## config.mk

```make
export PLATFORM = sky130hd
export DESIGN_NAME = control_actuadores_flat
export DESIGN_NICKNAME = d
export VERILOG_FILES = /design/src/rtl/control_actuadores_if.sv /design/src/rtl/control_actuadores.sv /design/src/flat_wrapper.sv
export SDC_FILE = /design/constraint.sdc
export NUM_CORES = 1
export LEC_CHECK = 0
export CAP_MARGIN = 20
export CELL_PAD_IN_SITES_DETAIL_PLACEMENT = 1
export CELL_PAD_IN_SITES_GLOBAL_PLACEMENT = 1
export CORE_ASPECT_RATIO = 1.4
export CORE_MARGIN = 3
export CORE_UTILIZATION = 41
export CTS_BUF_LIST = sky130_fd_sc_hd__clkbuf_4 sky130_fd_sc_hd__clkbuf_8 sky130_fd_sc_hd__clkbuf_16
export DETAILED_ROUTE_END_ITERATION = 12
export PLACE_DENSITY_LB_ADDON = 0.25
export SLEW_MARGIN = 20
export SYNTH_ARGS = -nofsm -noshare
export SYNTH_HDL_FRONTEND = slang
export SYNTH_SLANG_ARGS = --single-unit
```

## constraint.sdc

```tcl
create_clock -name Clk -period 2.8 [get_ports Clk]
set_clock_uncertainty 0.2 [all_clocks]
set_input_delay 0.42 -clock Clk [delete_from_list [all_inputs] [get_ports Clk]]
set_output_delay 0.42 -clock Clk [all_outputs]
set_load 0.05 [all_outputs]
```

## src/rtl/control_actuadores_if.sv

```systemverilog
// Sensor pulses, frame/tick/ack strobes and actuator drives of the fire-control block.
interface control_actuadores_if;
  logic       TempAlto;
  logic       TempMedio;
  logic       HumoOut;
  logic       Elec;
  logic       EJECD;
  logic       Tick;
  logic       Ack;
  logic       Rociador;
  logic       Ventilador;
  logic       Alarma;
  logic       CorteElec;
  logic [1:0] Estado;

  modport master (
    output TempAlto, TempMedio, HumoOut, Elec, EJECD, Tick, Ack,
    input  Rociador, Ventilador, Alarma, CorteElec, Estado
  );

  modport slave (
    input  TempAlto, TempMedio, HumoOut, Elec, EJECD, Tick, Ack,
    output Rociador, Ventilador, Alarma, CorteElec, Estado
  );
endinterface

```

## src/rtl/control_actuadores.sv

```systemverilog
// Fire-control sequencer: accumulates sensor pulses per scan frame, classifies each
// frame at EJECD and drives sprinkler/fan/alarm/mains-cut from the registered state.
//
// state    | meaning
// IDLE     | no hazard, all actuators off
// ALERTA   | warning: fan on, alarm unless silenced
// INCENDIO | fire: mains cut, alarm, sprinkler when mains absent
// ENFRIA   | cool-down: fan on, mains cut held if coming from fire
module control_actuadores #(
  parameter int unsigned HOLD_TICKS = 10
) (
  input logic                 Clk,
  input logic                 Reset,
  control_actuadores_if.slave bus
);

  typedef enum logic [1:0] {
    IDLE     = 2'b00,
    ALERTA   = 2'b01,
    INCENDIO = 2'b10,
    ENFRIA   = 2'b11
  } state_t;

  state_t     state_q, state_d;
  logic [7:0] cnt_q, cnt_d;
  logic [3:0] flags_q, flags_d;   // {fTA, fTM, fH, fE}
  logic       pwr_on_q, pwr_on_d;
  logic       from_fire_q, from_fire_d;
  logic       silenced_q, silenced_d;

  logic ta, tm, h, e, fire, warn, entering, alarma;

  always_ff @(posedge Clk or posedge Reset) begin
    if (Reset) begin
      state_q     <= IDLE;
      cnt_q       <= 8'd0;
      flags_q     <= 4'd0;
      pwr_on_q    <= 1'b0;
      from_fire_q <= 1'b0;
      silenced_q  <= 1'b0;
    end else begin
      state_q     <= state_d;
      cnt_q       <= cnt_d;
      flags_q     <= flags_d;
      pwr_on_q    <= pwr_on_d;
      from_fire_q <= from_fire_d;
      silenced_q  <= silenced_d;
    end
  end

  always_comb begin
    state_d     = state_q;
    cnt_d       = cnt_q;
    flags_d     = flags_q;
    pwr_on_d    = pwr_on_q;
    from_fire_d = from_fire_q;
    silenced_d  = silenced_q;

    // Same-cycle pulses count toward the frame being closed.
    ta   = flags_q[3] | bus.TempAlto;
    tm   = flags_q[2] | bus.TempMedio;
    h    = flags_q[1] | bus.HumoOut;
    e    = flags_q[0] | bus.Elec;
    fire = ta | (h & tm);
    warn = (h | tm) & ~fire;

    if (bus.EJECD) begin
      flags_d  = 4'd0;
      pwr_on_d = e;
    end else begin
      flags_d = flags_q | {bus.TempAlto, bus.TempMedio, bus.HumoOut, bus.Elec};
    end

    case (state_q)
      IDLE: begin
        if (bus.EJECD && fire)      state_d = INCENDIO;
        else if (bus.EJECD && warn) state_d = ALERTA;
      end
      ALERTA: begin
        if (bus.EJECD && fire)       state_d = INCENDIO;
        else if (bus.EJECD && !warn) state_d = ENFRIA;
      end
      INCENDIO: begin
        if (bus.EJECD && !fire) state_d = ENFRIA;
      end
      ENFRIA: begin
        if (bus.EJECD && fire)      state_d = INCENDIO;
        else if (bus.EJECD && warn) state_d = ALERTA;
        else if (bus.Tick) begin
          if (cnt_q == 8'd0) state_d = IDLE;
          else               cnt_d   = cnt_q - 8'd1;
        end
      end
      default: state_d = IDLE;
    endcase

    entering = (state_d != state_q);
    alarma   = ((state_q == ALERTA) || (state_q == INCENDIO)) && !silenced_q;

    if (entering && state_d == ENFRIA) cnt_d = 8'(HOLD_TICKS);

    if (entering && state_d == INCENDIO)
      from_fire_d = 1'b1;
    else if (entering && (state_d == IDLE || state_d == ALERTA))
      from_fire_d = 1'b0;

    // A fresh alarm episode always sounds, even if Ack arrives on the same edge.
    if (entering && state_d != ENFRIA)
      silenced_d = 1'b0;
    else if (bus.Ack && alarma)
      silenced_d = 1'b1;
  end

  always_comb begin
    bus.Rociador   = 1'b0;
    bus.Ventilador = 1'b0;
    bus.Alarma     = 1'b0;
    bus.CorteElec  = 1'b0;
    bus.Estado     = state_q;
    case (state_q)
      ALERTA: begin
        bus.Ventilador = 1'b1;
        bus.Alarma     = ~silenced_q;
      end
      INCENDIO: begin
        bus.CorteElec = 1'b1;
        bus.Alarma    = ~silenced_q;
        bus.Rociador  = ~pwr_on_q;
      end
      ENFRIA: begin
        bus.Ventilador = 1'b1;
        bus.CorteElec  = from_fire_q;
      end
      default: ;
    endcase
  end

endmodule
```

## src/flat_wrapper.sv

```systemverilog
// flat-port wrapper written by rule: the top's interface ports become plain ports
module control_actuadores_flat 
#(
  parameter int unsigned HOLD_TICKS = 10
)
  (Clk, Reset, bus_TempAlto, bus_TempMedio, bus_HumoOut, bus_Elec, bus_EJECD, bus_Tick, bus_Ack, bus_Rociador, bus_Ventilador, bus_Alarma, bus_CorteElec, bus_Estado);
  control_actuadores_if bus_i ();
  input logic Clk;
  input logic Reset;
  input wire logic [$bits(bus_i.TempAlto)-1:0] bus_TempAlto;
  input wire logic [$bits(bus_i.TempMedio)-1:0] bus_TempMedio;
  input wire logic [$bits(bus_i.HumoOut)-1:0] bus_HumoOut;
  input wire logic [$bits(bus_i.Elec)-1:0] bus_Elec;
  input wire logic [$bits(bus_i.EJECD)-1:0] bus_EJECD;
  input wire logic [$bits(bus_i.Tick)-1:0] bus_Tick;
  input wire logic [$bits(bus_i.Ack)-1:0] bus_Ack;
  output wire logic [$bits(bus_i.Rociador)-1:0] bus_Rociador;
  output wire logic [$bits(bus_i.Ventilador)-1:0] bus_Ventilador;
  output wire logic [$bits(bus_i.Alarma)-1:0] bus_Alarma;
  output wire logic [$bits(bus_i.CorteElec)-1:0] bus_CorteElec;
  output wire logic [$bits(bus_i.Estado)-1:0] bus_Estado;
  assign bus_i.TempAlto = bus_TempAlto;
  assign bus_i.TempMedio = bus_TempMedio;
  assign bus_i.HumoOut = bus_HumoOut;
  assign bus_i.Elec = bus_Elec;
  assign bus_i.EJECD = bus_EJECD;
  assign bus_i.Tick = bus_Tick;
  assign bus_i.Ack = bus_Ack;
  assign bus_Rociador = bus_i.Rociador;
  assign bus_Ventilador = bus_i.Ventilador;
  assign bus_Alarma = bus_i.Alarma;
  assign bus_CorteElec = bus_i.CorteElec;
  assign bus_Estado = bus_i.Estado;
  control_actuadores #(.HOLD_TICKS(HOLD_TICKS)) u_core (.Clk(Clk), .Reset(Reset), .bus(bus_i));
endmodule
```

Congestion heat map:
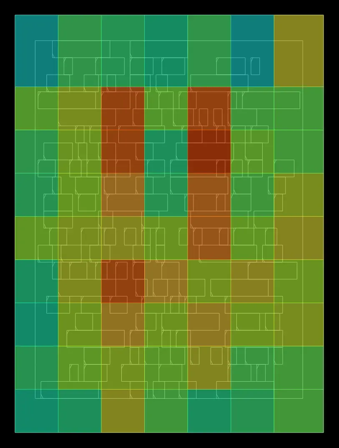
Finished Core Util: 55.5%
mean routed wirelength per cell: 14.8 um
Overall Global Routing Usage: 18.5%
peak-usage layer in the global routing report: met2
met1 track utilization from global routing: 23.5%

Gate families picked out:
(6 px per um)
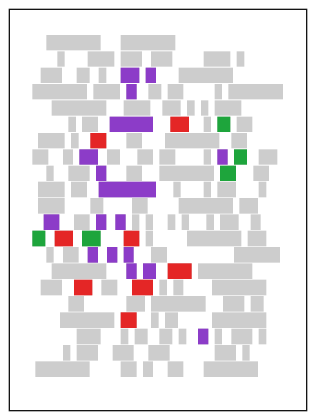
color	family	cells
green	AND and OR gates	5
purple	inverting AOI/OAI gates	17
red	AND-OR and OR-AND gates	8

==> run notes <==
Results of the run.

The flow ran to the end, and the final reports show no timing, DRC or antenna violations. The endpoint of the worst hold path is reported as u_core.flags_q[0]. In this run, post-CTS repair resized a total of 0 instances.

The power report lists cell-internal power as 0.648 mW. The routing usage on met3 is 2.01%. The number of nets produced by synthesis is 123. For this run, the leading register cell type out of synthesis is sky130_fd_sc_hd__dfrtp_1. The first global-routing pass estimated 4620 um of wire. The synth_stat.txt file lists the number of cells as 109. The sum of routed wire segments on met1 is 1050 um. The share of flip-flops with an asynchronous set or reset after synthesis is 100%.

The timing report gives the worst reg2reg path a setup slack of 0.29 ns. The final layout contains a sequential cell count of 17. The cell area after layout is 1360 um2. The placement row count is 21. Per the post-route antenna check, the number of violating nets is 0. Post-route period utilization is reported as 89.6%. STA puts the critical path data arrival time at 2.49 ns. Adding up every negative setup slack in the final design gives 0 ns.

Per report_power, the Combinational row totals 0.685 mW. The average footprint of a synthesized cell is 9.88 um2. Combinational logic is responsible for 57.9% of the overall power. The nature of the critical path endpoint is a flip-flop. The worst path needs 2.51 ns of the cycle, external delays included.

The warning count from the yosys run is 0.
Power figures rest on the tool's default switching activity, not on a simulated workload.
